**src/rtl/fp_vector_sequencer_pkg.sv**
```systemverilog
// Shared definitions for the vector sequencer: element width and controller state encoding.
package fp_vector_sequencer_pkg;

  localparam int FP_WIDTH = 32;

  typedef enum logic [1:0] {
    ST_IDLE  = 2'd0,
    ST_ISSUE = 2'd1,
    ST_DRAIN = 2'd2,
    ST_DONE  = 2'd3
  } state_t;

endpackage

```
**src/rtl/fp_vector_sequencer_element_select.sv**
```systemverilog
// Combinational indexed slice of a packed vector bus; out-of-range index yields zero.
module vector_element_select
  import fp_vector_sequencer_pkg::*;
#(
  parameter int VLEN = 4,
  parameter int IW   = $clog2(VLEN + 1)
) (
  input  logic [FP_WIDTH*VLEN-1:0] i_bus,
  input  logic [IW-1:0]            i_idx,
  output logic [FP_WIDTH-1:0]      o_elem
);

  always_comb begin
    o_elem = '0;
    for (int i = 0; i < VLEN; i++) begin
      if (i_idx == IW'(i)) o_elem = i_bus[FP_WIDTH*i +: FP_WIDTH];
    end
  end

endmodule

```
**src/rtl/fp_vector_sequencer.sv**
```systemverilog
// Streams latched element pairs through one shared scalar FP unit and gathers the
// in-order results into a result vector, pulsing o_done when all are captured.
module fp_vector_sequencer
  import fp_vector_sequencer_pkg::*;
#(
  parameter int VLEN            = 4,
  parameter int MAX_OUTSTANDING = 4
) (
  input  logic                     i_clk,
  input  logic                     i_rst,
  input  logic                     i_start,
  input  logic [FP_WIDTH*VLEN-1:0] i_vec_a,
  input  logic [FP_WIDTH*VLEN-1:0] i_vec_b,
  output logic [FP_WIDTH-1:0]      o_op_a,
  output logic [FP_WIDTH-1:0]      o_op_b,
  output logic                     o_op_valid,
  input  logic                     i_op_ready,
  input  logic [FP_WIDTH-1:0]      i_res_in,
  input  logic                     i_res_valid,
  output logic [FP_WIDTH*VLEN-1:0] o_result,
  output logic                     o_busy,
  output logic                     o_done,
  output logic                     o_err,
  output state_t                   o_state
);

  localparam int IW = $clog2(VLEN + 1);
  localparam int OW = $clog2(MAX_OUTSTANDING + 1);

  state_t                    r_state;
  logic [FP_WIDTH*VLEN-1:0]  r_vec_a;
  logic [FP_WIDTH*VLEN-1:0]  r_vec_b;
  logic [FP_WIDTH*VLEN-1:0]  r_result;
  logic [IW-1:0]             r_issue_idx;
  logic [IW-1:0]             r_res_idx;
  logic [OW-1:0]             r_outstanding;
  logic                      r_busy;
  logic                      r_done;
  logic                      r_err;

  logic [FP_WIDTH-1:0] w_sel_a;
  logic [FP_WIDTH-1:0] w_sel_b;
  logic                w_op_valid;
  logic                w_issue;
  logic                w_capture;
  logic                w_last_issue;
  logic                w_last_capture;

  vector_element_select #(.VLEN(VLEN), .IW(IW)) u_sel_a (
    .i_bus (r_vec_a),
    .i_idx (r_issue_idx),
    .o_elem(w_sel_a)
  );

  vector_element_select #(.VLEN(VLEN), .IW(IW)) u_sel_b (
    .i_bus (r_vec_b),
    .i_idx (r_issue_idx),
    .o_elem(w_sel_b)
  );

  // Handshake: a pair transfers on a cycle where o_op_valid && i_op_ready; while
  // valid is high and ready low, valid and the operands hold (they depend only on
  // registers that change on a transfer or on a capture that can only lower outstanding).
  assign w_op_valid     = (r_state == ST_ISSUE) && (r_outstanding < OW'(MAX_OUTSTANDING));
  assign w_issue        = w_op_valid && i_op_ready;
  assign w_capture      = i_res_valid && (r_outstanding != '0) &&
                          ((r_state == ST_ISSUE) || (r_state == ST_DRAIN));
  assign w_last_issue   = w_issue && (r_issue_idx == IW'(VLEN - 1));
  assign w_last_capture = w_capture && (r_res_idx == IW'(VLEN - 1));

  always_ff @(posedge i_clk) begin
    if (i_rst) begin
      r_state       <= ST_IDLE;
      r_vec_a       <= '0;
      r_vec_b       <= '0;
      r_result      <= '0;
      r_issue_idx   <= '0;
      r_res_idx     <= '0;
      r_outstanding <= '0;
      r_busy        <= 1'b0;
      r_done        <= 1'b0;
      r_err         <= 1'b0;
    end else begin
      r_done <= 1'b0;
      if (w_issue) r_issue_idx <= r_issue_idx + IW'(1);
      if (w_capture) r_res_idx <= r_res_idx + IW'(1);
      case ({w_issue, w_capture})
        2'b10:   r_outstanding <= r_outstanding + OW'(1);
        2'b01:   r_outstanding <= r_outstanding - OW'(1);
        default: r_outstanding <= r_outstanding;
      endcase
      for (int i = 0; i < VLEN; i++) begin
        if (w_capture && (r_res_idx == IW'(i))) r_result[FP_WIDTH*i +: FP_WIDTH] <= i_res_in;
      end

      case (r_state)
        ST_IDLE: begin
          if (i_start) begin
            r_vec_a       <= i_vec_a;
            r_vec_b       <= i_vec_b;
            r_issue_idx   <= '0;
            r_res_idx     <= '0;
            r_outstanding <= '0;
            r_err         <= 1'b0;
            r_busy        <= 1'b1;
            r_state       <= ST_ISSUE;
          end
        end
        ST_ISSUE: begin
          if (w_last_capture) begin
            r_busy  <= 1'b0;
            r_done  <= 1'b1;
            r_state <= ST_DONE;
          end else if (w_last_issue) begin
            r_state <= ST_DRAIN;
          end
        end
        ST_DRAIN: begin
          if (w_last_capture) begin
            r_busy  <= 1'b0;
            r_done  <= 1'b1;
            r_state <= ST_DONE;
          end
        end
        ST_DONE: r_state <= ST_IDLE;
        default: r_state <= ST_IDLE;
      endcase

      // A stray result outranks the clear done by a simultaneous start.
      if (i_res_valid && !w_capture) r_err <= 1'b1;
    end
  end

  assign o_op_valid = w_op_valid;
  assign o_op_a     = w_op_valid ? w_sel_a : '0;
  assign o_op_b     = w_op_valid ? w_sel_b : '0;
  assign o_result   = r_result;
  assign o_busy     = r_busy;
  assign o_done     = r_done;
  assign o_err      = r_err;
  assign o_state    = r_state;

endmodule

```
**config.mk**
```make
export PLATFORM = sky130hd
export DESIGN_NAME = fp_vector_sequencer
export DESIGN_NICKNAME = d
export VERILOG_FILES = /design/src/rtl/fp_vector_sequencer_pkg.sv /design/src/rtl/fp_vector_sequencer_element_select.sv /design/src/rtl/fp_vector_sequencer.sv
export SDC_FILE = /design/constraint.sdc
export NUM_CORES = 1
export LEC_CHECK = 0
export CAP_MARGIN = 15
export CORE_AREA = 2 2 193 195
export DETAILED_ROUTE_END_ITERATION = 10
export DIE_AREA = 0 0 195 197
export GPL_TIMING_DRIVEN = 1
export HOLD_SLACK_MARGIN = 0.12
export PLACE_DENSITY = 0.86
export SETUP_SLACK_MARGIN = 0.5
export SYNTH_ARGS = -nofsm -noshare
export SYNTH_HDL_FRONTEND = slang
export SYNTH_SLANG_ARGS = --single-unit
export TNS_END_PERCENT = 100
```
**constraint.sdc**
```tcl
create_clock -name i_clk -period 4.54 [get_ports i_clk]
set_input_delay 0.908 -clock i_clk [delete_from_list [all_inputs] [get_ports i_clk]]
set_output_delay 0.908 -clock i_clk [all_outputs]
set_load 0.02 [all_outputs]
```
### Floorplan with the power grid

Drawn at 2 px/um. Pins as bars on the die edge. Tap cells in grey.
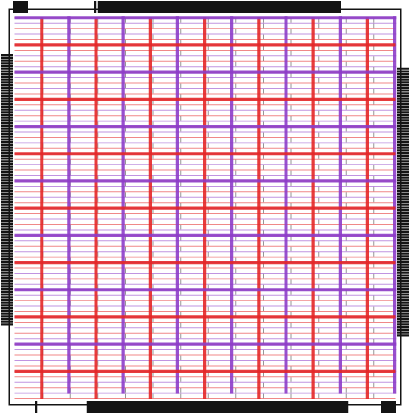
VDD -> purple
VSS -> red
met4 straps = 14
signal pins = 491
rows = 70
met1 rails = 71
core area: 36300 um^2
VDD IR max: 0.000347 V
die height: 197 um
die width: 195 um

### Cell classes on the final placement

Drawn at 2 px/um. Fill, decap, tap and diode cells in grey.
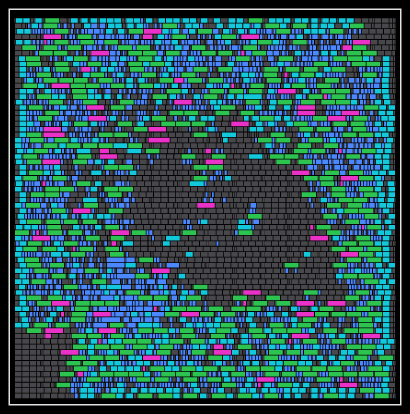
sequential cells -> green  # cells 398, share of their area 36%
combinational and other logic -> blue  # cells 1564, share of their area 34%
remaining buffers and delay cells -> cyan  # cells 520, share of their area 24%
clock drivers and dummy loads -> magenta  # cells 77, share of their area 6.3%

### Clock distribution

Drawn at 2 px/um.
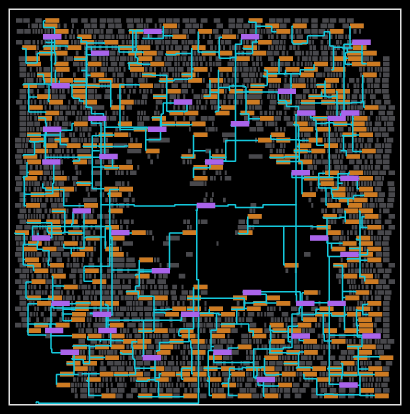
clock wires -> cyan  # length 4890 um
clock drivers -> purple  # count 42
flip-flops -> orange  # count 398
routed clock nets = 43
clock network power share: 0.336
Power Clock: 0.00347 W
Post-Route Skew: 0.00990 ns
Latency at later pin: 0.56 ns

### Routed metal, one colour a layer

Drawn at 2 px/um.
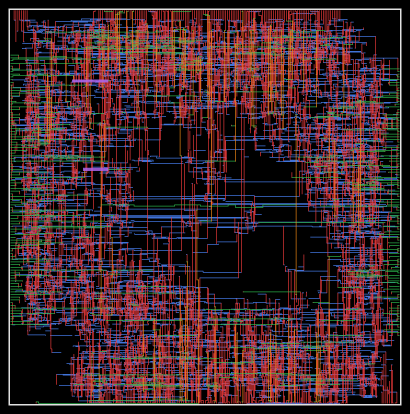
metal 2 -> red  # wire length 26.5 mm
metal 4 -> orange  # wire length 3060 um
metal 5 -> purple  # wire length 27.6 um
metal 3 -> green  # wire length 4670 um
metal 1 -> blue  # wire length 21.1 mm

==> GITHUB_STEP_SUMMARY <==
## Implementation flow summary

| Metric | Value |
|---|---|
| Status | finished clean |
| Worst Path Max Fanout | 26 |
| Routability cong. | 0.929 |
| Reg clk slew, reported paths | 0.06 ns |
| DP Worst Slack | a little under 0.9 ns |
| Number of H-tree levels | 2 |
| Pwr/cell area | around 450 nW/um^2 |
| Switching portion of total power | 0.322 |
| Worst EP arrival | between 3 and 4 ns |
| Pint | 0.00700 W |
| Top cells excl fill/tap | 838 x nand2_1, 489 x clkdlybuf4s50_1, 457 x a21oi_1 |
| Initial antenna violation count | 9 |
| Ys cells | 2142 |
| Die area | around 38000 um^2 |
| First-pass GRT wire length | 83300 um |
| Highest routed layer | met5 |
| Rows | around 70 |
| IO Port Bufs | approximately 490 |
| Wl on met1 | 21100 um |
| Worst-Margin Slew | 1.11 ns |
| Initial DRC Count | approximately 1300 |
| Slew Viols, Final | 0 |
| Comb power frac | 0.262 |
| Fin util | 0.629 |
| Non-filler cells, final | approximately 3000 |
| Sink Count | ~400 |
| Tool warning count | 41 |
| Fmax | about 250 MHz |
| I/O pins | 491 |
| Final net count | between 2000 and 3000 |
| Drt pass-1 iters | 6 |
| Leak pwr | ~8.3 nW |
| Setup-failing EPs final | 0 |
| Sequential Power Share | 0.402 |
| Met2 routed wirelength | ~27000 um |
| Remaining global-route overflow | 0 |
| Pin count of the biggest net entering global routing | 172 |
| Mapped cell area | 16300 um^2 |
| Tot GR Track Use | 0.271 |
| Met3 Wirelength | about 4700 um |
| CP Capture Type | output pin |
| RSZ-0062 raised after global routing | false |
| Post-synth seq share | 0.488 |
| Yosys stat area | 16300 um^2 |
| WS Path Type | reg -> out |
| Min cycle time layout | 4.01 ns |
| DR WL/cell | approximately 18 um |
| Worst Hold Class | reg -> reg |
| Net switching power figure | approximately 0.0033 W |
| Vias per inst | approximately 5.5 |
| Setup ws final | 0.530 ns |
| CTS tree | built |
| Total CTS buffers | between 40 and 50 |
| Hold_buf cts | 0 |
| Synthesized Nets | roughly 2500 |
| Ys flops | about 400 |
| Core Density at Floorplan | 0.451 |
| Routed WL | about 55000 um |
| Share of cells above drive strength 1 | 0.0449 |
| Synth warn | 0 |
| Clock Tree Buf Depth | 3 |
| Dpl hpwl | 37200 um |
| Cells after synthesis | 2142 |
| Area growth syn-to-layout | 39.6% |
| Clock Tree Root | clkbuf_16 |
| Req. time, crit path | between 3 and 4 ns |
| Final Hold Violating Endpoints | 0 |
| DRC violations left | 0 |
| Final setup TNS | 0 ns |
| Most instantiated logic cell after routing | nand2_1 |
| # placed instances | between 2000 and 3000 |
| Number of global-route vias before repair | approximately 16000 |
| Worst hold margin | 0.452 ns |
| Final worst-path cycle share | 0.883 |
| Worst slew margin | 0.258 |
| Worst Setup Start Kind | register |
| Max cap viols | 0 |
| Syn Area/Cell | 7.63 um^2 |
| Post-DRT Antenna Nets | 0 |
| Synth unique cells | 36 |
| Vias | 16500 |
-- critical path: stages, from the launching register on --
cell             delay (ns)
dfxtp_1                0.35
inv_1                  0.19
ha_4                   0.34
and3b_1                0.20
a21oi_1                0.06
o21ai_0                0.56
a22o_1                 0.23
clkdlybuf4s50_1        0.61
-- final timing paths --
kind / from / endpoint / slack (ns) / cells past startpoint
worst max-delay path: r_issue_idx[0] / o_op_a[29] / 0.53 / 7
worst min-delay path: r_vec_a[9] / r_vec_a[9] / 0.45 / 2
worst max register to register: o_state[0] / r_outstanding[2] / 1.81 / 10
worst min register to register: r_vec_a[9] / r_vec_a[9] / 0.45 / 2
-- timing repair --
item	4_1_cts	5_1_grt
hold endpoints to repair	0	0
pin swaps	0	2
gates cloned	0	1
resized	6	5
setup buffers	1	4
setup endpoints to repair	49	47
-- registers in the layout (all words and copies together) (netlist names) --
signal         flops
r_vec_a          128
o_result         128
o_done             1
r_vec_b          128
o_err              1
r_res_idx          3
o_busy             1
o_state            2
r_issue_idx        3
r_outstanding      3
-- metal layers --
metal,global-route usage,up-vias
li1,-,7840
met1,0.317,7681
met2,0.462,823
met3,0.0585,196
met4,0.156,4
met5,0,-
-- synth_stat cells --
cell type,number,area share
nor3b_1,1,0.00046
nand2_4,1,0.00069
fa_1,1,0.0012
nor3_1,1,0.00031
nand4b_1,1,0.00054
buf_4,3,0.0014
a311oi_1,2,0.0011
nor2b_1,2,0.00077
buf_1,3,0.00069
o311ai_4,1,0.0016
mux2i_1,1,0.00061
nand3_4,2,0.0021
nand2b_1,5,0.0019
dfxtp_1,398,0.49
buf_2,57,0.017
and3b_1,64,0.034
clkbuf_1,98,0.023
buf_6,19,0.013
and3_1,3,0.0011
o21ai_0,65,0.020
xor2_1,2,0.0011
xnor2_1,1,0.00054
nor2_1,11,0.0025
nand3b_1,1,0.00046
ha_1,15,0.011
a211oi_1,2,0.00092
nand3_1,3,0.00092
and2_1,3,0.0011
nand2_1,839,0.19
inv_2,1,0.00023
o21ai_2,1,0.00054
a22o_1,64,0.034
a21oi_1,457,0.14
a22oi_1,1,0.00046
or3_1,1,0.00038
inv_1,12,0.0028
-- area by class of cell --
cell class | instances | area, um^2
Sequential cell | 398 | 7970
Multi-Input combinational cell | 1551 | 7490
Inverter | 13 | 48.8
Antenna cell | 7 | 17.5
Timing Repair Buffer | 520 | 5310
Clock buffer | 58 | 1230
Tap cell | 468 | 586
Fill cell | 3010 | 13400
Clock inverter | 19 | 159
-- metrics by stage --
stage | instance area, um^2 | power [W]
detailed placement | 21300 | 0.00681
floorplan | 16300 | 0.00584
global route | 22800 | 0.0108
global placement | 21300 | 0.00671
CTS | 22700 | 0.0103
finish | 22800 | 0.0103
-- power groups by stage --
stage	registers, W	clock network (W)	logic (W)
floorplan	0.00415	0	0.00169
global placement	0.00420	0	0.00251
detailed placement	0.00422	0	0.00259
CTS	0.00414	0.00351	0.00263
global route	0.00419	0.00364	0.00298
finish	0.00415	0.00347	0.00271
-- cell families after synthesis --
logic type	synth area share
flops	0.488
simple gates	0.240
xor+xnor	0.00161
fa+ha+maj	0.0127
mux	0.000613
compound gates	0.199
buf+inv	0.0581
Power and IR drop assume default switching activity.
